**src/rtl/port_io.sv**
```systemverilog
// port_io: CPU port-bus peripheral with display/LED registers, synchronized
// switches, debounced buttons with sticky press latches and a compare timer.

// One button lane: debounce of an already-synchronized level plus press latch.
module port_io_btn #(
  parameter int DEBOUNCE_CYCLES = 16
) (
  input  logic clk,
  input  logic rst,
  input  logic in,     // synchronized raw button
  input  logic clr,    // clear latch (bit was returned as 1 by a read)
  output logic level,  // debounced level
  output logic latch   // sticky press latch
);
  localparam int CW = $clog2(DEBOUNCE_CYCLES);

  logic [CW-1:0] cnt;
  logic          accept;
  logic          rise;

  // Input has differed long enough: take it on this edge.
  assign accept = (in != level) && (cnt == CW'(DEBOUNCE_CYCLES - 1));
  assign rise   = accept && in;

  // Debounce counter, accepted level and press latch (a new press beats a clear).
  always_ff @(posedge clk or posedge rst) begin
    if (rst) begin
      cnt   <= '0;
      level <= 1'b0;
      latch <= 1'b0;
    end else begin
      if (in == level)  cnt <= '0;
      else if (accept) begin
        cnt   <= '0;
        level <= in;
      end else          cnt <= cnt + 1'b1;
      latch <= (latch & ~clr) | rise;
    end
  end
endmodule

module port_io #(
  parameter int WORD_SIZE       = 16,
  parameter int DEBOUNCE_CYCLES = 16,
  parameter int NUM_BTN         = 4
) (
  input  logic                 clk,
  input  logic                 rst,
  input  logic [WORD_SIZE-1:0] portaddr,
  input  logic [WORD_SIZE-1:0] portval,
  input  logic                 portget,
  input  logic                 portset,
  output logic [WORD_SIZE-1:0] portout,
  input  logic [7:0]           sw,
  input  logic [NUM_BTN-1:0]   btn,
  output logic [15:0]          show_val,
  output logic [7:0]           led
);
  localparam logic [2:0] A_DISP0 = 3'd0, A_DISP1 = 3'd1, A_LED = 3'd2,
                         A_SW    = 3'd3, A_BTN   = 3'd4, A_CNT = 3'd5,
                         A_CMP   = 3'd6, A_STAT  = 3'd7;

  logic [2:0]           addr;
  logic [15:0]          disp0, disp1, tmr_cnt, tmr_cmp;
  logic [7:0]           led_reg, sw_s1, sw_s2;
  logic [NUM_BTN-1:0]   btn_s1, btn_s2, btn_lvl, btn_lat, btn_clr;
  logic                 tmr_flag, match, wr_cnt, clr_flag;
  logic [WORD_SIZE-1:0] rdata;
  logic                 unused_bits;

  assign addr        = portaddr[2:0];
  assign unused_bits = ^{portaddr, portval};
  assign show_val    = sw_s2[0] ? disp1 : disp0;
  assign led         = led_reg;
  assign match       = (tmr_cnt == tmr_cmp);
  assign wr_cnt      = portset && (addr == A_CNT);
  assign clr_flag    = portset && (addr == A_STAT) && portval[0];
  // A read of the button port clears exactly the latch bits it returned.
  assign btn_clr     = (portget && addr == A_BTN) ? btn_lat : '0;

  // Two-flop synchronizers for the asynchronous switch and button inputs.
  always_ff @(posedge clk or posedge rst) begin
    if (rst) begin
      sw_s1  <= '0;
      sw_s2  <= '0;
      btn_s1 <= '0;
      btn_s2 <= '0;
    end else begin
      sw_s1  <= sw;
      sw_s2  <= sw_s1;
      btn_s1 <= btn;
      btn_s2 <= btn_s1;
    end
  end

  genvar i;
  generate
    for (i = 0; i < NUM_BTN; i++) begin : g_btn
      port_io_btn #(.DEBOUNCE_CYCLES(DEBOUNCE_CYCLES)) u_btn (
        .clk   (clk),
        .rst   (rst),
        .in    (btn_s2[i]),
        .clr   (btn_clr[i]),
        .level (btn_lvl[i]),
        .latch (btn_lat[i])
      );
    end
  endgenerate

  // Read mux over the current (pre-write) register values.
  always_comb begin
    rdata = '0;
    case (addr)
      A_DISP0: rdata = WORD_SIZE'(disp0);
      A_DISP1: rdata = WORD_SIZE'(disp1);
      A_LED:   rdata = WORD_SIZE'(led_reg);
      A_SW:    rdata = WORD_SIZE'(sw_s2);
      A_BTN:   rdata = WORD_SIZE'({4'(btn_lat), 4'(btn_lvl)});
      A_CNT:   rdata = WORD_SIZE'(tmr_cnt);
      A_CMP:   rdata = WORD_SIZE'(tmr_cmp);
      A_STAT:  rdata = WORD_SIZE'(tmr_flag);
      default: rdata = '0;
    endcase
  end

  // Bus-writable registers and registered read data.
  always_ff @(posedge clk or posedge rst) begin
    if (rst) begin
      disp0   <= '0;
      disp1   <= '0;
      led_reg <= '0;
      tmr_cmp <= '0;
      portout <= '0;
    end else begin
      if (portset) begin
        case (addr)
          A_DISP0: disp0   <= portval[15:0];
          A_DISP1: disp1   <= portval[15:0];
          A_LED:   led_reg <= portval[7:0];
          A_CMP:   tmr_cmp <= portval[15:0];
          default: ;
        endcase
      end
      if (portget) portout <= rdata;
    end
  end

  // Timer: a bus load beats compare reload, which beats increment; flag set beats clear.
  always_ff @(posedge clk or posedge rst) begin
    if (rst) begin
      tmr_cnt  <= '0;
      tmr_flag <= 1'b0;
    end else begin
      if (wr_cnt)     tmr_cnt <= portval[15:0];
      else if (match) tmr_cnt <= '0;
      else            tmr_cnt <= tmr_cnt + 16'd1;
      tmr_flag <= match | (tmr_flag & ~clr_flag);
    end
  end
endmodule
```
**config.mk**
```make
export PLATFORM = sky130hd
export DESIGN_NAME = port_io
export DESIGN_NICKNAME = d
export VERILOG_FILES = /design/src/rtl/port_io.sv
export SDC_FILE = /design/constraint.sdc
export NUM_CORES = 1
export LEC_CHECK = 0
export CAP_MARGIN = 10
export CORE_UTILIZATION = 30
export DETAILED_ROUTE_END_ITERATION = 6
export SETUP_SLACK_MARGIN = 0.3
export SYNTH_ARGS = -nofsm -noshare
export SYNTH_HDL_FRONTEND = slang
export SYNTH_SLANG_ARGS = --single-unit
```
**constraint.sdc**
```tcl
create_clock -name clk -period 5.6 [get_ports clk]
set_clock_uncertainty 0.05 [all_clocks]
set_input_delay 1.12 -clock clk [delete_from_list [all_inputs] [get_ports clk]]
set_output_delay 1.12 -clock clk [all_outputs]
set_load 0.05 [all_outputs]
```
==> impl_metrics.tcl <==
# yosys + openroad results
set metrics [dict create \
    slew_headroom_pct 26.6 \
    ys_cells 533 \
    status "finished, final reports clean" \
    postRouteAntennaNets 0 \
    hp-start "sw_s1[2]" \
    grt_max_degree 106 \
    firstDrtPassIters 5 \
    fin_area_sq_um 7920 \
    timing.final.ws_setup_ns 1.89 \
    top_area_share_pct 53.9 \
    avgSynthCellArea_sq_um 11.9 \
    max-cap-violations 0 \
    most-common-layout-cells "dfrtp_1 (137), clkdlybuf4s50_1 (74), mux2_2 (72)" \
    final_nets 653 \
    holdPathStages 0 \
    synth_area_sq_um 6360 \
    ys.flops 137 \
    cp-end-kind "primary output" \
    edf_count 0 \
    ys_warn_count 0 \
    hold_class "flip-flop to flip-flop" \
    cts.sinks 137 \
    finalClockPeriodUsage_pct 66.3 \
    synth_cell_types 46 \
    ctsRootBufferMaster "clkbuf_16" \
    final_max_slew_viol_count 0 \
    holdWs_ns 0.296 \
    dp_slack_ns 1.68 \
    powerDensity_nw_per_um2 411 \
    io_buffer_count 74 \
    worst_slew_pin_slew_ns 1.10 \
    dieArea_sq_um 21800 \
    worst-path-max-fanout 17 \
    worstPathArrival_ns 2.54 \
    clock_latency_ns 0.42 \
]
-- per-stage QoR --
step           utilization [%]  cells
6_report                  38.7    882
2_1_floorplan                -    533
3_5_place_dp              35.8    851
5_1_grt                   38.7    882
3_3_place_gp              35.8    851
4_1_cts                   38.7    882
-- per-layer routing --
metal,track usage (%),vias up,wire (um)
met4,6.19,0,208
met1,20.6,2268,7210
met3,3.49,14,993
li1,-,2066,-
met5,0,-,0
met2,23.8,130,7130
-- final cells by class --
class | count | share of cell area (%)
sequential | 137 | 43.3
timing repair buffer | 81 | 10.0
clock buffer | 18 | 5.42
inverter | 25 | 1.25
clock inverter | 13 | 1.86
tap | 270 | 4.26
multi-input combinational | 338 | 33.9
-- final timing paths --
kind,to
max in group asynchronous,led[2]
min in group asynchronous,g_btn[1].u_btn.level
min reg2reg,sw_s2[2]
min,sw_s2[2]
max reg2reg,tmr_cnt[1]
max,show_val[1]
-- critical path, stage by stage, from the launching register on --
cell and delay (ns):
dfrtp_1 0.97, mux2_2 0.44, clkdlybuf4s50_1 0.71
-- power by group --
part | switching [uW] | total [uW] | internal [uW]
registers | 189 | 1350 | 1160
clock network | 437 | 1090 | 658
logic | 456 | 820 | 364
total | 1080 | 3260 | 2180
-- cell families (layout without fill, tap and decap cells) --
logic type	Yosys count	in the layout	share of synthesized area, %
xor+xnor	38	38	5.23
buf+inv	58	137	3.85
flops	137	137	53.9
fa+ha+maj	5	5	0.983
simple gates	95	95	8.42
mux	93	93	16.0
compound gates	107	107	11.6
-- synth_stat cells (all sizes together) (5+ instances only) --
| cell | instances |
|---|---|
| a21oi | 12 |
| nor2 | 8 |
| nor2b | 6 |
| o21ai | 25 |
| mux2i | 21 |
| inv | 25 |
| o31ai | 15 |
| dfrtp | 137 |
| o21a | 8 |
| o22ai | 9 |
| a22oi | 10 |
| nand2 | 32 |
| nand3 | 10 |
| clkbuf | 15 |
| mux2 | 72 |
| buf | 18 |
| ha | 5 |
| o221ai | 10 |
| nand4 | 11 |
| a221oi | 5 |
| xnor2 | 33 |
| xor2 | 5 |
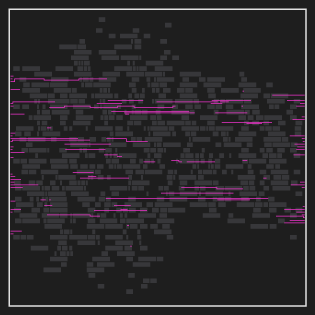
**Above:** M3 wires.
Drawn at 2 px/um. Cells faint in the background.
nets with wire on the layer: 73
main direction: horizontal
longest straight run: 81.0 um
share of all routed wire: 6.4%
WL final: 15.5 mm
vias: 4478
GR Layer Usage met3: 3.49%

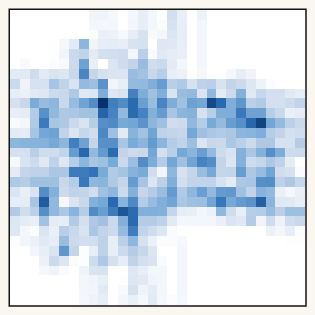
**Above:** signal metal coverage by tile.
Drawn at 2 px/um. 30 x 30 tiles, from white (low) to dark blue (high), scaled to the fullest tile. Values are wire area over tile area, all layers added.
fullest tile: 0.54
nearly empty tiles: 29%
mean over tiles: 0.11
emptiest ninth of the die: bottom right

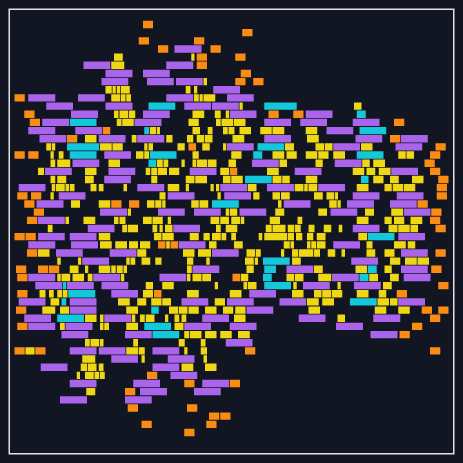
**Above:** placed cells, one colour a class.
Drawn at 3 px/um.
legend:
  yellow:
    class: all other logic
    cells: 363
  orange:
    class: other buffers and delay cells
    cells: 81
  purple:
    class: flip-flops
    cells: 137
  cyan:
    class: clock drivers and dummy loads
    cells: 31

No activity file was given, so power comes from the tool's default toggle rates.
